`config.mk`:
```
export PLATFORM = sky130hd
export DESIGN_NAME = dct_mem_sequencer
export DESIGN_NICKNAME = d
export VERILOG_FILES = /design/src/rtl/dct_mem_sequencer.sv
export SDC_FILE = /design/constraint.sdc
export NUM_CORES = 1
export LEC_CHECK = 0
export CAP_MARGIN = 25
export CORE_ASPECT_RATIO = 1.4
export CORE_MARGIN = 3
export CORE_UTILIZATION = 43
export CTS_CLUSTER_SIZE = 10
export DETAILED_ROUTE_END_ITERATION = 7
export PLACE_DENSITY = 0.69
export REMOVE_ABC_BUFFERS = 1
export SLEW_MARGIN = 40
export SYNTH_ARGS = -nofsm -noshare
export SYNTH_HDL_FRONTEND = slang
export SYNTH_SLANG_ARGS = --single-unit
export TNS_END_PERCENT = 5
```
`constraint.sdc`:
```
create_clock -name clk -period 1.9 [get_ports clk]
set_clock_uncertainty 0.05 [all_clocks]
set_input_delay 0.38 -clock clk [delete_from_list [all_inputs] [get_ports clk]]
set_output_delay 0.38 -clock clk [all_outputs]
set_load 0.05 [all_outputs]
```
`src/rtl/dct_mem_sequencer.sv`:
```
// Sequences one DCT pass: streams input-SRAM words into DCT_UNIT and writes results to output SRAM.
// Latency: reads start the cycle after start, writes start PIPE_LAT cycles later, done at PIPE_LAT+W.
// No backpressure: one word per cycle each side; start is ignored while busy or done.
// Optional macro DCT_SEQ_PERF_EN adds the pass_cycles busy-cycle counter output.
module dct_mem_sequencer #(
   parameter int N_BLOCKS = 1024,   // 16-word blocks per pass, 1..1024
   parameter int RD_LAT   = 2,      // read address -> DCT input, >= 1
   parameter int PIPE_LAT = 36      // read address -> output SRAM write, >= RD_LAT+1
) (
   input  logic       clk,
   input  logic       reset,
   input  logic       start,
   output logic       busy,
   output logic       done,
   output logic       NCE_IN,
   output logic       NWRT_IN,
   output logic [9:0] RA_IN,
   output logic [3:0] CA_IN,
   output logic       NCE_OUT,
   output logic       NWRT_OUT,
   output logic [9:0] RA_OUT,
   output logic [3:0] CA_OUT,
   output logic       dct_flag,
   output logic       dct_en
`ifdef DCT_SEQ_PERF_EN
   ,
   output logic [19:0] pass_cycles
`endif
);

   localparam logic [1:0] S_IDLE = 2'd0;
   localparam logic [1:0] S_RUN  = 2'd1;
   localparam logic [1:0] S_FIN  = 2'd2;

   // Final word address of a pass on both the read and the write side.
   localparam logic [13:0] LAST_ADDR = 14'(N_BLOCKS * 16 - 1);

   // Launch counter only needs to reach PIPE_LAT, then it parks there.
   localparam int             LW         = $clog2(PIPE_LAT + 1);
   localparam logic [LW-1:0] LAUNCH_CNT = LW'(PIPE_LAT - 1);
   localparam logic [LW-1:0] LAT_DONE   = LW'(PIPE_LAT);

   logic [1:0]        state_q, state_d;
   logic              rd_act_q, rd_act_d;
   logic [13:0]       rd_addr_q, rd_addr_d;
   logic              wr_act_q, wr_act_d;
   logic [13:0]       wr_addr_q, wr_addr_d;
   logic [LW-1:0]     lat_q, lat_d;
   logic [RD_LAT-1:0] en_sr_q, en_sr_d;
   logic [RD_LAT-1:0] bnd_sr_q, bnd_sr_d;
   logic              flag_q, flag_d;

   // Pass control: read counter, write launch timer, write counter and state transitions.
   always_comb begin
      state_d   = state_q;
      rd_act_d  = rd_act_q;
      rd_addr_d = rd_addr_q;
      wr_act_d  = wr_act_q;
      wr_addr_d = wr_addr_q;
      lat_d     = lat_q;
      case (state_q)
         S_IDLE: begin
            if (start) begin
               state_d   = S_RUN;
               rd_act_d  = 1'b1;
               rd_addr_d = 14'd0;
               lat_d     = '0;
            end
         end
         S_RUN: begin
            // Read side: one address per cycle, stop and hold on the last word.
            if (rd_act_q) begin
               if (rd_addr_q == LAST_ADDR) begin
                  rd_act_d = 1'b0;
               end else begin
                  rd_addr_d = rd_addr_q + 14'd1;
               end
            end
            // Write side opens exactly PIPE_LAT cycles after the first read.
            if (lat_q != LAT_DONE) begin
               lat_d = lat_q + LW'(1);
               if (lat_q == LAUNCH_CNT) begin
                  wr_act_d  = 1'b1;
                  wr_addr_d = 14'd0;
               end
            end
            // The last write issued closes the pass.
            if (wr_act_q) begin
               if (wr_addr_q == LAST_ADDR) begin
                  wr_act_d = 1'b0;
                  state_d  = S_FIN;
               end else begin
                  wr_addr_d = wr_addr_q + 14'd1;
               end
            end
         end
         S_FIN: begin
            state_d = S_IDLE;
         end
         default: begin
            state_d = S_IDLE;
         end
      endcase
   end

   // DCT-side timing: delay read activity and block-start markers by RD_LAT.
   always_comb begin
      // en_sr_q[j] holds rd_act from j+1 cycles ago; bnd_sr_q[j] holds the
      // "word at CA=0 being read" marker from j cycles ago (fed from next-state).
      en_sr_d[0]  = rd_act_q;
      bnd_sr_d[0] = rd_act_d && (rd_addr_d[3:0] == 4'd0);
      for (int i = 1; i < RD_LAT; i++) begin
         en_sr_d[i]  = en_sr_q[i-1];
         bnd_sr_d[i] = bnd_sr_q[i-1];
      end
      // Toggle on the edge that brings a block's first word into the DCT.
      flag_d = flag_q ^ bnd_sr_q[RD_LAT-1];
   end

   // State and counter registers; reset drops all SRAM controls immediately.
   always_ff @(posedge clk or posedge reset) begin
      if (reset) begin
         state_q   <= S_IDLE;
         rd_act_q  <= 1'b0;
         rd_addr_q <= 14'd0;
         wr_act_q  <= 1'b0;
         wr_addr_q <= 14'd0;
         lat_q     <= '0;
         en_sr_q   <= '0;
         bnd_sr_q  <= '0;
         flag_q    <= 1'b0;
      end else begin
         state_q   <= state_d;
         rd_act_q  <= rd_act_d;
         rd_addr_q <= rd_addr_d;
         wr_act_q  <= wr_act_d;
         wr_addr_q <= wr_addr_d;
         lat_q     <= lat_d;
         en_sr_q   <= en_sr_d;
         bnd_sr_q  <= bnd_sr_d;
         flag_q    <= flag_d;
      end
   end

`ifdef DCT_SEQ_PERF_EN
   logic [19:0] pass_cycles_q, pass_cycles_d;

   // Busy-cycle counter: cleared by an accepted start, held after the pass.
   always_comb begin
      pass_cycles_d = pass_cycles_q;
      if (state_q == S_IDLE && start) begin
         pass_cycles_d = 20'd0;
      end else if (state_q == S_RUN) begin
         pass_cycles_d = pass_cycles_q + 20'd1;
      end
   end

   // Performance counter register.
   always_ff @(posedge clk or posedge reset) begin
      if (reset) begin
         pass_cycles_q <= 20'd0;
      end else begin
         pass_cycles_q <= pass_cycles_d;
      end
   end

   assign pass_cycles = pass_cycles_q;
`endif

   assign busy     = (state_q == S_RUN);
   assign done     = (state_q == S_FIN);
   assign NCE_IN   = ~rd_act_q;
   assign NWRT_IN  = 1'b1;
   assign RA_IN    = rd_addr_q[13:4];
   assign CA_IN    = rd_addr_q[3:0];
   assign NCE_OUT  = ~wr_act_q;
   assign NWRT_OUT = ~wr_act_q;
   assign RA_OUT   = wr_addr_q[13:4];
   assign CA_OUT   = wr_addr_q[3:0];
   assign dct_flag = flag_q;
   assign dct_en   = en_sr_q[RD_LAT-1];

endmodule
```
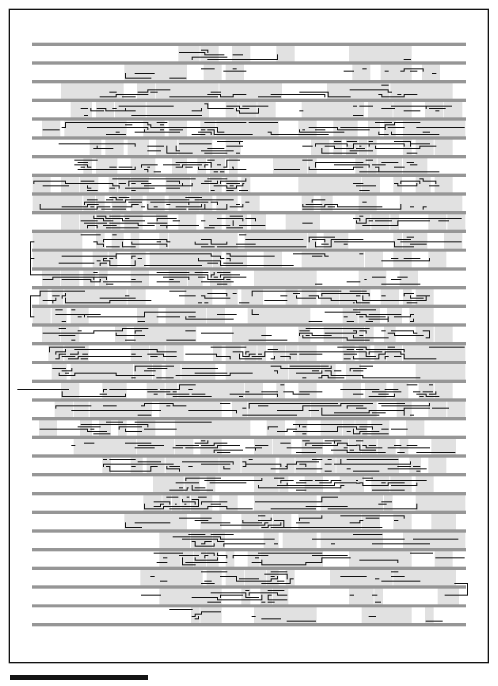
*The metal 1 layer, run 1*
Scale bar: 20 um. Supply wires on this layer in grey.
nets with wire on the layer: 292
main direction: horizontal
Post-Route WL: 6590 um
met1 usage in global routing: 0.223
via count: 2362

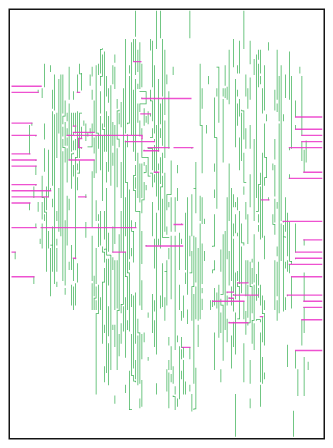
*Wiring by layer, run 1*
Only two layers are drawn.
[magenta] M3 | wire length: 299 um
[green] M2 | wire length: 3450 um

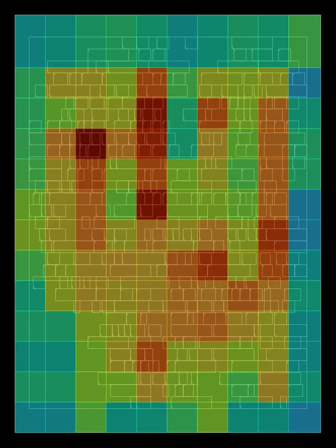
*Congestion heat map, run 1*
Finished Core Util: 0.636
Avg WL per Cell: 16.1 um
GRT met3 Usage: 0.0373
global routing usage on met2: 0.377

==> reports/metrics.yaml, run 1 <==
timing:
  whs_ps: 312
  fin_crit_sh: 0.985
  rsz0062_at_grt: "yes"
worst_setup_path:
  cp.depth: 5
  r2r-end: "wr_addr_q[9]$_DFFE_PP0P_"
  crit_required_ps: 2020
  arrival_ps: 1990
  path_cells: "nand4_2 > o41a_1 > buf_4 > a31oi_1 > a2bb2oi_1"
logic_synthesis:
  synth_top_area_share: 0.445
  ys_ff: 43
  aoi_share: 0.194
  syn-mean-instance-area_um2: 9.67
  ys_sh_simple: 0.255
  top_logic_kind: "simple AND/OR/NAND/NOR gates"
  yosysUniqueCellTypes: 63
  top_cells_by_count: "43 x dfrtp_1, 28 x nand2_1, 19 x nand3_1"
grt:
  grt_pass1_vias: 2340
clock_tree:
  cts_resized: 2
  numClockSinks: 43
  cts_hold_buf: 0
  htreeDepth: 2
  clkLatencyLatePin_ps: 300
  cts_buffers: 5
layout:
  diodes: 0
  combGateArea_um2: 1280
  inverters_excl_clock: 13
  buf_share: 0.229
  seq_area_um2: 1080
drt:
  ant_nets: 0
  viasPerCell: 5.79
  drcViolationCount: 0
power:
  internal-power_w: 0.00252
  power_density_nw_per_um2: 1330
  clockPowerShare: 0.167
  combPwrFrac: 0.529
floorplanning:
  die_h_um: 94.7
  die-area_um2: 6570
run_status:
  status: "complete, no violations"
min_path:
  hold_start: "en_sr_q[0]$_DFF_PP0_"
==> inputs of run 2 (changes only) <==
- CELL_PAD_IN_SITES_DETAIL_PLACEMENT: default -> 1
- CELL_PAD_IN_SITES_GLOBAL_PLACEMENT: default -> 2
- CORE_UTILIZATION: 43 -> 30
- PLACE_DENSITY: 0.69 -> 0.75
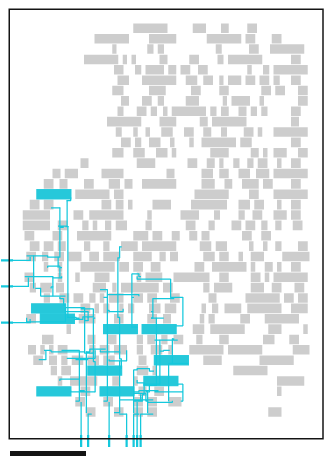
*I/O nets highlighted, run 2*
Scale bar: 20 um.
[cyan] RA_OUT | bits: 10 | direction: output | edge: 7 bottom, 3 left | end cells: 10 | buffers: 20 | wire: 659 um
Port-buffer cells: 37
I/O pin count: 39

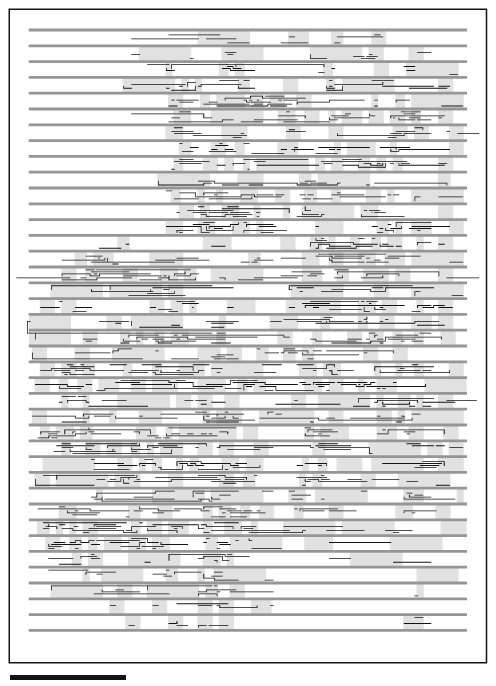
*The metal 1 layer, run 2*
Scale bar: 20 um. Supply wires on this layer in grey.
nets with wire on the layer: 312
share of all routed wire: 39%
longest straight run: 31.7 um
via count: 2361
Post-Route WL: 7780 um
met1 usage in global routing: 0.211

==> run 2 against run 1 <==
Final cell count increased by 9.8%; combinational power is essentially flat; design area is 2.8% higher; count of clock-buffer cells in the layout increased by 1; synthesized cell count stayed put; sequential cell count is the same; synthesized area stayed put; fmax rose by 2.6%; register-to-register slack better by 60 ps; via count about the same; die area up 40%; routed wire length increased by 18%.
==> reports/metrics.yaml, run 2 <==
power:
  clockPowerShare: 0.154  # was 0.167
  power_leakage_nw: 1.59  # was 1.57 nW
  combPwrFrac: 0.537  # was 0.529
  internal-power_w: 0.00242  # was 0.00252 W
  power_density_nw_per_um2: 1290  # was 1330 nW/um^2
clock_tree:
  clkLatencyLatePin_ps: 320  # was 300 ps
  cts_resized: 4  # was 2
  cts_buffers: 5  # unchanged
  htreeDepth: 2  # unchanged
worst_setup_path:
  r2r-end: "bnd_sr_q[0]$_DFF_PP0_"  # was wr_addr_q[9]$_DFFE_PP0P_
  crit_top_cell: "buf_4"
  reg2reg_from: "rd_addr_q[12]$_DFFE_PP0P_"  # was wr_addr_q[5]$_DFFE_PP0P_
  path_cells: "buf_4 > buf_4 > nor2b_4 > buf_12"  # was nand4_2 > o41a_1 > buf_4 > a31oi_1 > a2bb2oi_1
  arrival_ps: 1390  # was 1990 ps
  cp.depth: 4  # was 5
  crit_start: "state_q[0]$_DFFE_PP0P_"  # was wr_addr_q[5]$_DFFE_PP0P_
grt:
  grtUsageMet2: 0.337  # was 0.377
  grt_use_met3: 0.0313  # was 0.0373
drt:
  wl_met3_um: 224  # was 299 um
  routedWlPerCell_um: 17.4  # was 16.1 um
  drcViolationCount: 0  # unchanged
  ant_nets: 0  # unchanged
  viasPerCell: 5.27  # was 5.79
  drtIter0Drc: 46  # was 98
layout:
  seq_area_um2: 1080  # unchanged
  final_util: 0.445  # was 0.636
  buf_share: 0.237  # was 0.229
  combGateArea_um2: 1290  # was 1280 um^2
  seq_cell_count: 43  # unchanged
  inverters_excl_clock: 13  # unchanged
logic_synthesis:
  aoi_share: 0.194  # unchanged
  syn-mean-instance-area_um2: 9.67  # unchanged
  ys_sh_simple: 0.255  # unchanged
  ys_ff: 43  # unchanged
  top_cells_by_count: "43 x dfrtp_1, 28 x nand2_1, 19 x nand3_1"  # unchanged
  synth_top_area_share: 0.445  # unchanged
  yosysUniqueCellTypes: 63  # unchanged
min_path:
  hold_start: "en_sr_q[0]$_DFF_PP0_"  # unchanged
timing:
  relSlewSlack: 0.660  # was 0.594
  fin_crit_sh: 0.960  # was 0.985
  whs_ps: 304  # was 312 ps
  rsz0062_at_grt: "no"  # was yes
floorplanning:
  die-area_um2: 9190  # was 6570 um^2
  die_w_um: 81.9  # was 69.4 um
  die_h_um: 112  # was 94.7 um
run_status:
  status: "complete, no violations"  # unchanged
==> inputs of run 3 (changes only) <==
- ABC_AREA: default -> 1
- CORE_UTILIZATION: 30 -> 28
==> run 3 against run 2 <==
Hold slack worse by 5.8 ps; sequential cell count unchanged; routed wire length down 9.0%; sequential power down about 10%; register-to-register slack better by 30 ps.
==> reports/metrics.yaml, run 3 <==
run_status:
  status: "complete, no violations"  # unchanged
logic_synthesis:
  synth_top_area_share: 0.444  # was 0.445
  top_cells_by_count: "68 x nand2_1, 48 x inv_1, 43 x dfrtp_1"  # was 43 x dfrtp_1, 28 x nand2_1, 19 x nand3_1
  ys_sh_simple: 0.303  # was 0.255
  yosysUniqueCellTypes: 29  # was 63
  syn-mean-instance-area_um2: 7.64  # was 9.67 um^2
timing:
  rsz0062_at_grt: "yes"  # was no
clock_tree:
  cts_resized: 0  # was 4
  clkLatencyLatePin_ps: 290  # was 320 ps
  numClockSinks: 43  # unchanged
worst_setup_path:
  r2r-end: "wr_addr_q[8]$_DFFE_PP0P_"  # was bnd_sr_q[0]$_DFF_PP0_
  crit_required_ps: 1470  # about the same
  arrival_ps: 1390  # about the same
power:
  power_density_nw_per_um2: 1040  # was 1290 nW/um^2
  combPwrFrac: 0.334  # was 0.537
layout:
  diodes: 0  # unchanged
  inverters_excl_clock: 52  # was 13
  final_util: 0.388  # was 0.445
floorplanning:
  die_w_um: 84.6  # was 81.9 um
drt:
  viasPerCell: 4.84  # was 5.27
  routedWlPerCell_um: 14.8  # was 17.4 um
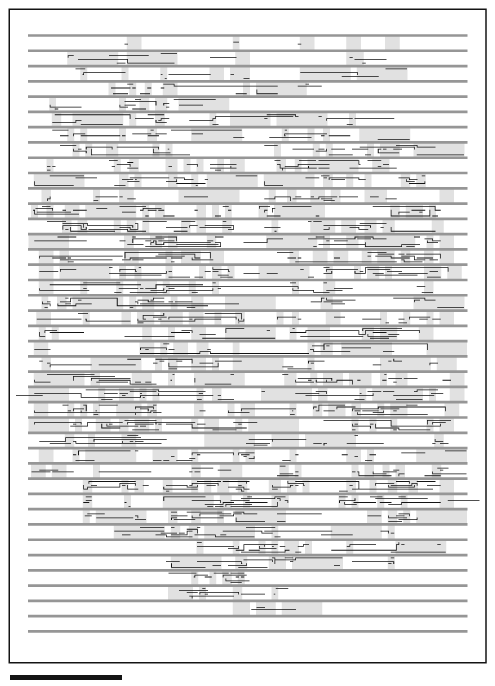
*The metal 1 layer, run 3*
Scale bar: 20 um. Supply wires on this layer in grey.
nets with wire on the layer: 331
longest straight run: 23.5 um
main direction: horizontal
via count: 2317
Post-Route WL: 7080 um
met1 usage in global routing: 0.166

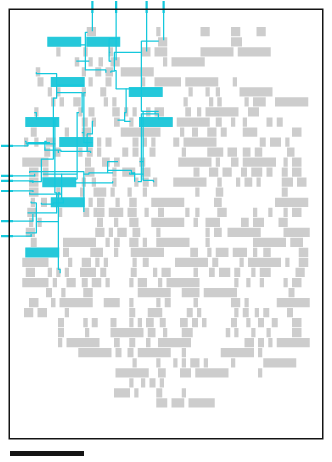
*I/O nets highlighted, run 3*
Scale bar: 20 um.
[cyan] RA_OUT | bits: 10 | direction: output | edge: 6 left, 4 top | end cells: 10 | buffers: 12 | wire: 552 um


==> layout pictures side by side <==
Register map, names as in the netlist.
Scale bar: 20 um.
(a)
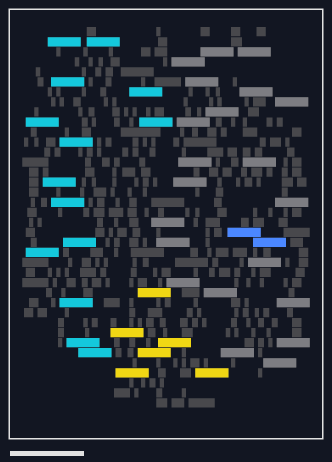
(b)
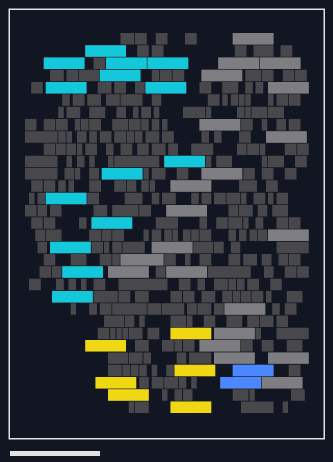
(c)
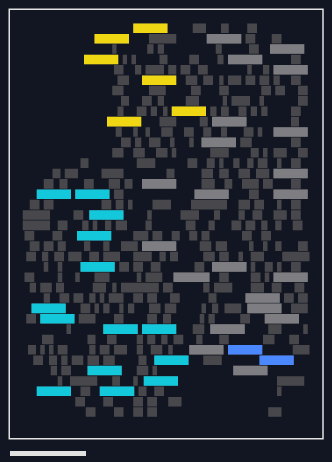
(a) -> run 3
(b) -> run 1
(c) -> run 2

Key to (b):
[yellow] lat_q | flops: 6 | where: bottom middle
[blue] en_sr_q | flops: 2
[cyan] wr_addr_q | flops: 14
not coloured: 21

Power figures rest on the tool's default switching activity, not on a simulated workload.
